## config.mk

```make
export PLATFORM = sky130hd
export DESIGN_NAME = mc_ctrl
export DESIGN_NICKNAME = d
export VERILOG_FILES = /design/src/rtl/mc_pkg.sv /design/src/rtl/mc_ctrl.sv
export SDC_FILE = /design/constraint.sdc
export NUM_CORES = 1
export LEC_CHECK = 0
export ABC_CLOCK_PERIOD_IN_PS = 6900
export CAP_MARGIN = 20
export CORE_MARGIN = 3
export CORE_UTILIZATION = 49
export CTS_CLUSTER_SIZE = 12
export DETAILED_ROUTE_END_ITERATION = 8
export PLACE_DENSITY_LB_ADDON = 0.15
export SYNTH_ARGS = -nofsm -noshare
export SYNTH_HDL_FRONTEND = slang
export SYNTH_SLANG_ARGS = --single-unit
```

## constraint.sdc

```tcl
create_clock -name clk -period 6.9 [get_ports clk]
set_input_delay 1.035 -clock clk [delete_from_list [all_inputs] [get_ports clk]]
set_output_delay 1.035 -clock clk [all_outputs]
set_load 0.02 [all_outputs]
```

## src/rtl/mc_pkg.sv

```systemverilog
// mc_pkg: shared state encodings and constants for the
// multi-cycle sequencer and the datapath beside it.
package mc_pkg;

   typedef logic [2:0] state_t;

   localparam state_t S_IDLE   = 3'd0;
   localparam state_t S_FETCH  = 3'd1;
   localparam state_t S_DECODE = 3'd2;
   localparam state_t S_EXEC   = 3'd3;
   localparam state_t S_WB     = 3'd4;
   localparam state_t S_HALT   = 3'd5;

   typedef enum logic [3:0] {
      OP_AND   = 4'd0,
      OP_OR    = 4'd1,
      OP_ADD   = 4'd2,
      OP_SUB   = 4'd6,
      OP_SLT   = 4'd7,
      OP_NOR   = 4'd12,
      OP_UNDEF = 4'd15
   } alu_op_e;

   localparam int unsigned PC_STEP = 4;
   localparam logic [31:0] HALT_WORD = 32'h0;

endpackage

```

## src/rtl/mc_ctrl.sv

```systemverilog
// mc_ctrl: multi-cycle fetch/decode/execute/write-back sequencer.
// Strobes are decoded from state; instr only loads on an accepted fetch.
module mc_ctrl
   import mc_pkg::*;
#(
   parameter int unsigned DWIDTH = 32,
   parameter int unsigned AWIDTH = 32,
   parameter logic [AWIDTH-1:0] START_PC = '0
) (
   input  logic              clk,
   input  logic              rst,
   input  logic              start,
   output logic              imem_req,
   output logic [AWIDTH-1:0] imem_addr,
   input  logic              imem_ready,
   input  logic [DWIDTH-1:0] imem_rdata,
   output logic [DWIDTH-1:0] instr,
   input  logic [3:0]        dec_op,
   input  logic [4:0]        dec_rdst_id,
   output logic              rf_re,
   output logic              alu_en,
   output logic              rf_we,
   output logic [AWIDTH-1:0] pc,
   output logic              busy,
   output logic              halted,
   output logic              err,
   output logic [31:0]       retired
);

   state_t            state_q, state_d;
   logic [AWIDTH-1:0] pc_q, pc_d;
   logic [DWIDTH-1:0] instr_q, instr_d;
   logic [31:0]       retired_q, retired_d;
   logic              err_q, err_d;

   logic is_halt_word;
   logic is_undef;

   assign is_halt_word = (instr_q == DWIDTH'(HALT_WORD));
   assign is_undef     = (dec_op == 4'(OP_UNDEF));

   always_comb begin
      state_d   = state_q;
      pc_d      = pc_q;
      instr_d   = instr_q;
      retired_d = retired_q;
      err_d     = err_q;
      unique case (state_q)
         S_IDLE, S_HALT: begin
            if (start) begin
               pc_d      = START_PC;
               retired_d = '0;
               err_d     = 1'b0;
               state_d   = S_FETCH;
            end
         end
         S_FETCH: begin
            if (imem_ready) begin
               instr_d = imem_rdata;
               state_d = S_DECODE;
            end
         end
         S_DECODE: begin
            // An all-zero word wins over the decoder's undefined flag
            if (is_halt_word) begin
               state_d = S_HALT;
            end else if (is_undef) begin
               err_d   = 1'b1;
               state_d = S_HALT;
            end else begin
               state_d = S_EXEC;
            end
         end
         S_EXEC: begin
            state_d = S_WB;
         end
         S_WB: begin
            pc_d      = pc_q + AWIDTH'(PC_STEP);
            retired_d = retired_q + 32'd1;
            state_d   = S_FETCH;
         end
         default: begin
            state_d = S_IDLE;
         end
      endcase
   end

   always_ff @(posedge clk or posedge rst) begin
      if (rst) begin
         state_q   <= S_IDLE;
         pc_q      <= START_PC;
         instr_q   <= '0;
         retired_q <= '0;
         err_q     <= 1'b0;
      end else begin
         state_q   <= state_d;
         pc_q      <= pc_d;
         instr_q   <= instr_d;
         retired_q <= retired_d;
         err_q     <= err_d;
      end
   end

   assign imem_req  = (state_q == S_FETCH);
   assign imem_addr = pc_q;
   assign instr     = instr_q;
   assign rf_re     = (state_q == S_DECODE) && !is_halt_word && !is_undef;
   assign alu_en    = (state_q == S_EXEC);
   assign rf_we     = (state_q == S_WB) && (dec_rdst_id != 5'd0);
   assign pc        = pc_q;
   assign busy      = (state_q == S_FETCH) || (state_q == S_DECODE) ||
                      (state_q == S_EXEC)  || (state_q == S_WB);
   assign halted    = (state_q == S_HALT);
   assign err       = err_q;
   assign retired   = retired_q;

endmodule

```

Fig. 1: run 1, met1 routing
Bar = 20 um. Supply wires on this layer in grey.
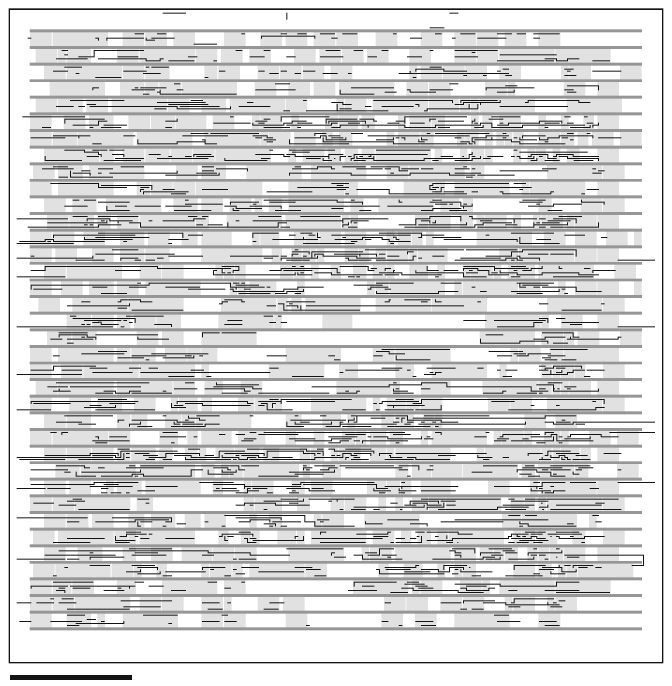
longest straight run: 29.9 um
main direction: horizontal
nets with wire on the layer: 567
share of all routed wire: 43%
wire length on this layer: 5360 um
met1 usage: 29.05%
drt total wl: 12570 um
Via Count: 4146

Fig. 2: run 1, metal layers overlaid
Two of the layers only.
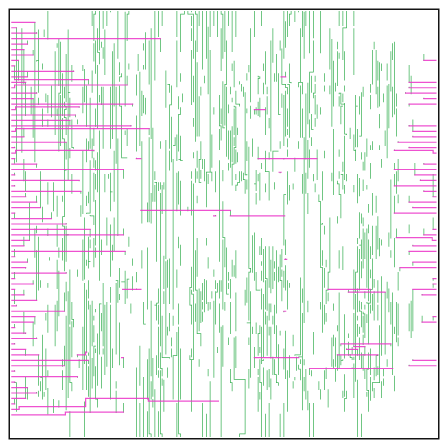
[magenta] met3 | wire length: 1100 um
[green] met2 | wire length: 5940 um
GRT Util Overall: 22.51%
Routed wire per std cell: 16.45 um

==> qor.txt, run 1 <==
outcome -> completed
cell mode on critical path -> clkdlybuf4s50_1
share of cells above drive strength 1 -> 4.437%
Synth area leader -> dfrtp_1
number of global-route vias before repair -> 4097
DRC errors left -> 0
fillers -> 800
first-pass GRT wire length -> 20610 um
pre-CTS worst setup slack -> 3.315 ns
Setup-failing EPs final -> 0
Non-clk invs -> 9
Syn Area/Cell -> 10.32 um2
critical path launch point type -> input pin
Clock group -> 381 uW
clock power share -> 19.3%
tool warnings -> 26
LEAKAGE -> 0.002956 uW
Finished Layout Cells -> 764
Final #Nets -> 673
area occupied by multi-input gates -> 0.002177 mm2
initial antenna violation count -> 0
fin crit share -> 52.11%
most instantiated logic cells after routing -> 175 x clkdlybuf4s50_1, 98 x dfrtp_1, 70 x nand2_1
pin count of the biggest net entering global routing -> 87
GRT Max-Usage Layer -> met2
TritonCTS clock tree -> done
post_cts resized -> 0
GR Util met3 -> 7.044%
CTS hold repair buffers -> 0
Critical Path RT -> 5.86 ns
Area-dominant class -> registers
RR Endpoint -> retired[30]
Top cell excl fill/tap -> clkdlybuf4s50_1
Hold Path Stages -> 1
clock-pin slew on the worst setup and hold paths -> 0.09 ns
CP delay by family, top -> buffers and inverters
Pwr per Cell Area -> 288.7 mW/mm2
met2 Resource Use GR -> 36.33%
post-route antenna net violation count -> 0
Clock Latency Late Sink -> 0.36 ns
crit path launch -> dec_op[2]
Sink Count -> 98
synthesized instance count -> 482
internal cell power -> 1245 uW
die area -> 0.01140 mm2
clock network area share -> 2.977%
H-tree levels -> 3
fraction of registers with async set/reset -> 100.0%
die height -> 106.8 um
# Taps -> 133
Yosys cell types -> 46
Post-Syn Area -> 0.004976 mm2
Chip Area, Yosys -> 0.004976 mm2
Hold Fails Final Rpt -> 0
RSZ-0062 raised after global routing -> no
Fig. 3: run 1, register map, names as in the netlist
Bar = 20 um.
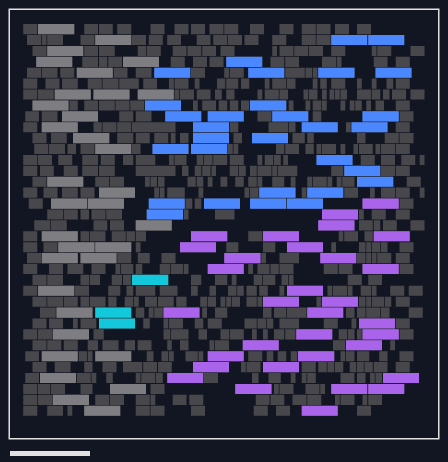
[purple] `retired` | sequential cells: 32
[cyan] `state_q` | sequential cells: 3
[blue] `imem_addr` | sequential cells: 30
fin util: 69.76%
Storage cell area: 0.002452 mm2
seq pwr: 814 uW
Seq/total area: 35.80%

Fig. 4: run 1, nets reached from selected ports
Bar = 20 um.
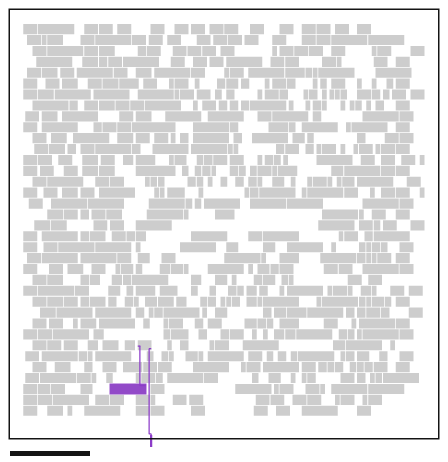
[purple] `err` | bits: 1 | direction: output | edge: bottom | end cells: 1 | wire: 34.5 um
Top Ports: 180
Port Buffers: 175

==> run 1: logic make-up after synthesis <==
group / after synthesis / synth area share, %
other: 1 / 0.07536
AND-OR/OR-AND: 33 / 4.099
flip-flops: 98 / 49.28
buffers and inverters: 60 / 7.191
adder cells (fa/ha/maj): 2 / 0.5028
multiplexers: 74 / 15.69
AND/OR/NAND/NOR: 205 / 21.57
XOR/XNOR: 9 / 1.584
==> run 1: sequential cells by signal, indices dropped and copies added, names as in the netlist <==
signal and flops:
instr 32, state_q 3, err 1, imem_addr 30, retired 32
==> run 1: routing by layer <==
metal | wire [um] | up-vias
met5 | 0 | -
met4 | 156 | 0
met3 | 1104 | 12
met2 | 5944 | 147
met1 | 5364 | 2005
li1 | - | 1982
==> inputs of run 2 (changes only) <==
- ABC_CLOCK_PERIOD_IN_PS: 6900 -> 3700
- CORE_UTILIZATION: 49 -> 45
- clock period: 6.9 -> 3.7 ns (I/O delays scaled with it)
Fig. 5: run 2, nets reached from selected ports
Bar = 20 um.
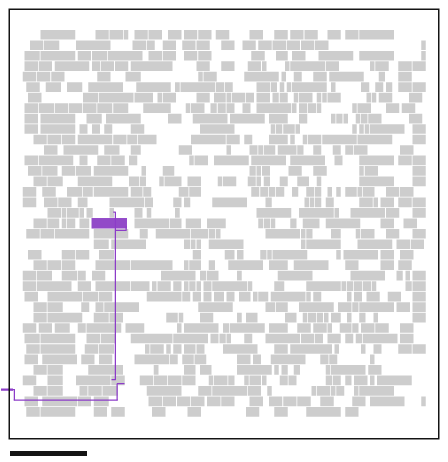
[purple] `err` | bits: 1 | direction: output | edge: left | end cells: 1 | wire: 84.9 um

==> run 2 against run 1 <==
Net effect:
- routed wire length is 1.4% lower
- largest power group unchanged
- synthesized cell count stayed put
- highest routed layer unchanged
- non-clock buffer count is 2 lower
- sequential cell count stayed put
- register-to-register slack worse by 3.2 ns
- power is 96% higher
- setup slack worse by 2.6 ns
- die size is 8.4% higher
- count of clock-buffer cells in the layout is 1 lower
- cell area is 0.79% higher
==> qor.txt, run 2 <==
Post-Syn Area -> 0.004976 mm2 (unchanged)
die height -> 111.2 um (+4.1%)
clock power share -> 23.7% (+4.4 points)
H-tree levels -> 3 (unchanged)
most instantiated logic cells after routing -> 175 x clkdlybuf4s50_1, 98 x dfrtp_1, 70 x nand2_1
CP delay by family, top -> simple AND/OR/NAND/NOR gates
tool warnings -> 26 (unchanged)
GR Util met3 -> 6.114% (-0.93 points)
fraction of registers with async set/reset -> 100.0% (unchanged)
Chip Area, Yosys -> 0.004976 mm2 (unchanged)
Worst Path Arrival -> 2.45 ns
Sink Count -> 98 (unchanged)
Clock Latency Late Sink -> 0.36 ns (about the same)
outcome -> completed
GRT Max-Usage Layer -> met2
WL met2 -> 5834 um (-1.9%)
met1 usage -> 26.07% (-3.0 points)
pre-CTS worst setup slack -> 0.9803 ns (-2.335 ns)
synthesized instance count -> 482 (unchanged)
Synth area leader -> dfrtp_1
Syn Area/Cell -> 10.32 um2 (unchanged)
crit path launch -> state_q[0]
GRT Util Overall -> 19.95% (-2.6 points)
Hold Fails Final Rpt -> 0 (unchanged)
Finished Layout Cells -> 765 (+0.13%)
Clock group -> 916 uW (+140%)
Top Ports -> 180 (unchanged)
critical path launch point type -> flip-flop
Routed wire per std cell -> 16.20 um (-1.5%)
Hold Path Stages -> 1 (unchanged)
pin count of the biggest net entering global routing -> 64 (-26%)
Pwr per Cell Area -> 560.7 mW/mm2 (+94%)
DRC errors left -> 0 (unchanged)
initial antenna violation count -> 0 (unchanged)
uppermost layer routed -> met4
fin util -> 65.41% (-4.4 points)
RSZ-0062 raised after global routing -> no
CTS hold repair buffers -> 0 (unchanged)
Top cell excl fill/tap -> clkdlybuf4s50_1
clock-pin slew on the worst setup and hold paths -> 0.10 ns (about the same)
share of cells above drive strength 1 -> 4.134% (-0.30 points)
RR Endpoint -> retired[30]
fin crit share -> 81.27%
internal cell power -> 2512 uW (+100%)
met2 Resource Use GR -> 32.28% (-4.0 points)
first-pass GRT wire length -> 20500 um (-0.54%)
Setup-failing EPs final -> 0 (unchanged)
die area -> 0.01236 mm2 (+8.4%)
number of global-route vias before repair -> 4077 (-0.49%)
Critical Path RT -> 3.14 ns (-2.72 ns)
post-route antenna net violation count -> 0 (unchanged)
Yosys cell types -> 46 (unchanged)
Post-Route M1 WL -> 5237 um (-2.4%)
Routed met3 length -> 1185 um (+7.3%)
## run 2: netlist changes by cell type in the layout (fill, tap and decap cells not counted), sizes merged
cell / before / now
bufinv: 1 / 4
clkinv: 3 / 0
buf: 6 / 4
clkbuf: 11 / 10
inv: 9 / 10
## run 2: cells by family (layout without fill, tap and decap cells)
logic type	after synthesis	after routing	share of synthesized area, %
AND-OR/OR-AND	33	33	4.099
XOR/XNOR	9	9	1.584
adder cells (fa/ha/maj)	2	2	0.5028
buffers and inverters	60	204	7.191
flip-flops	98	98	49.28
multiplexers	74	74	15.69
other	1	4	0.07536
AND/OR/NAND/NOR	205	205	21.57
## run 2: final cells by class
cell class,instances,area (um2)
fill,850,3651
sequential,98,2452
multi-input combinational,327,2177
timing repair buffer,179,1794
tap,136,170.2
clock buffer,10,137.6
clock inverter,6,136.4
inverter,9,36.28
Power is estimated from default activity; no workload was simulated.
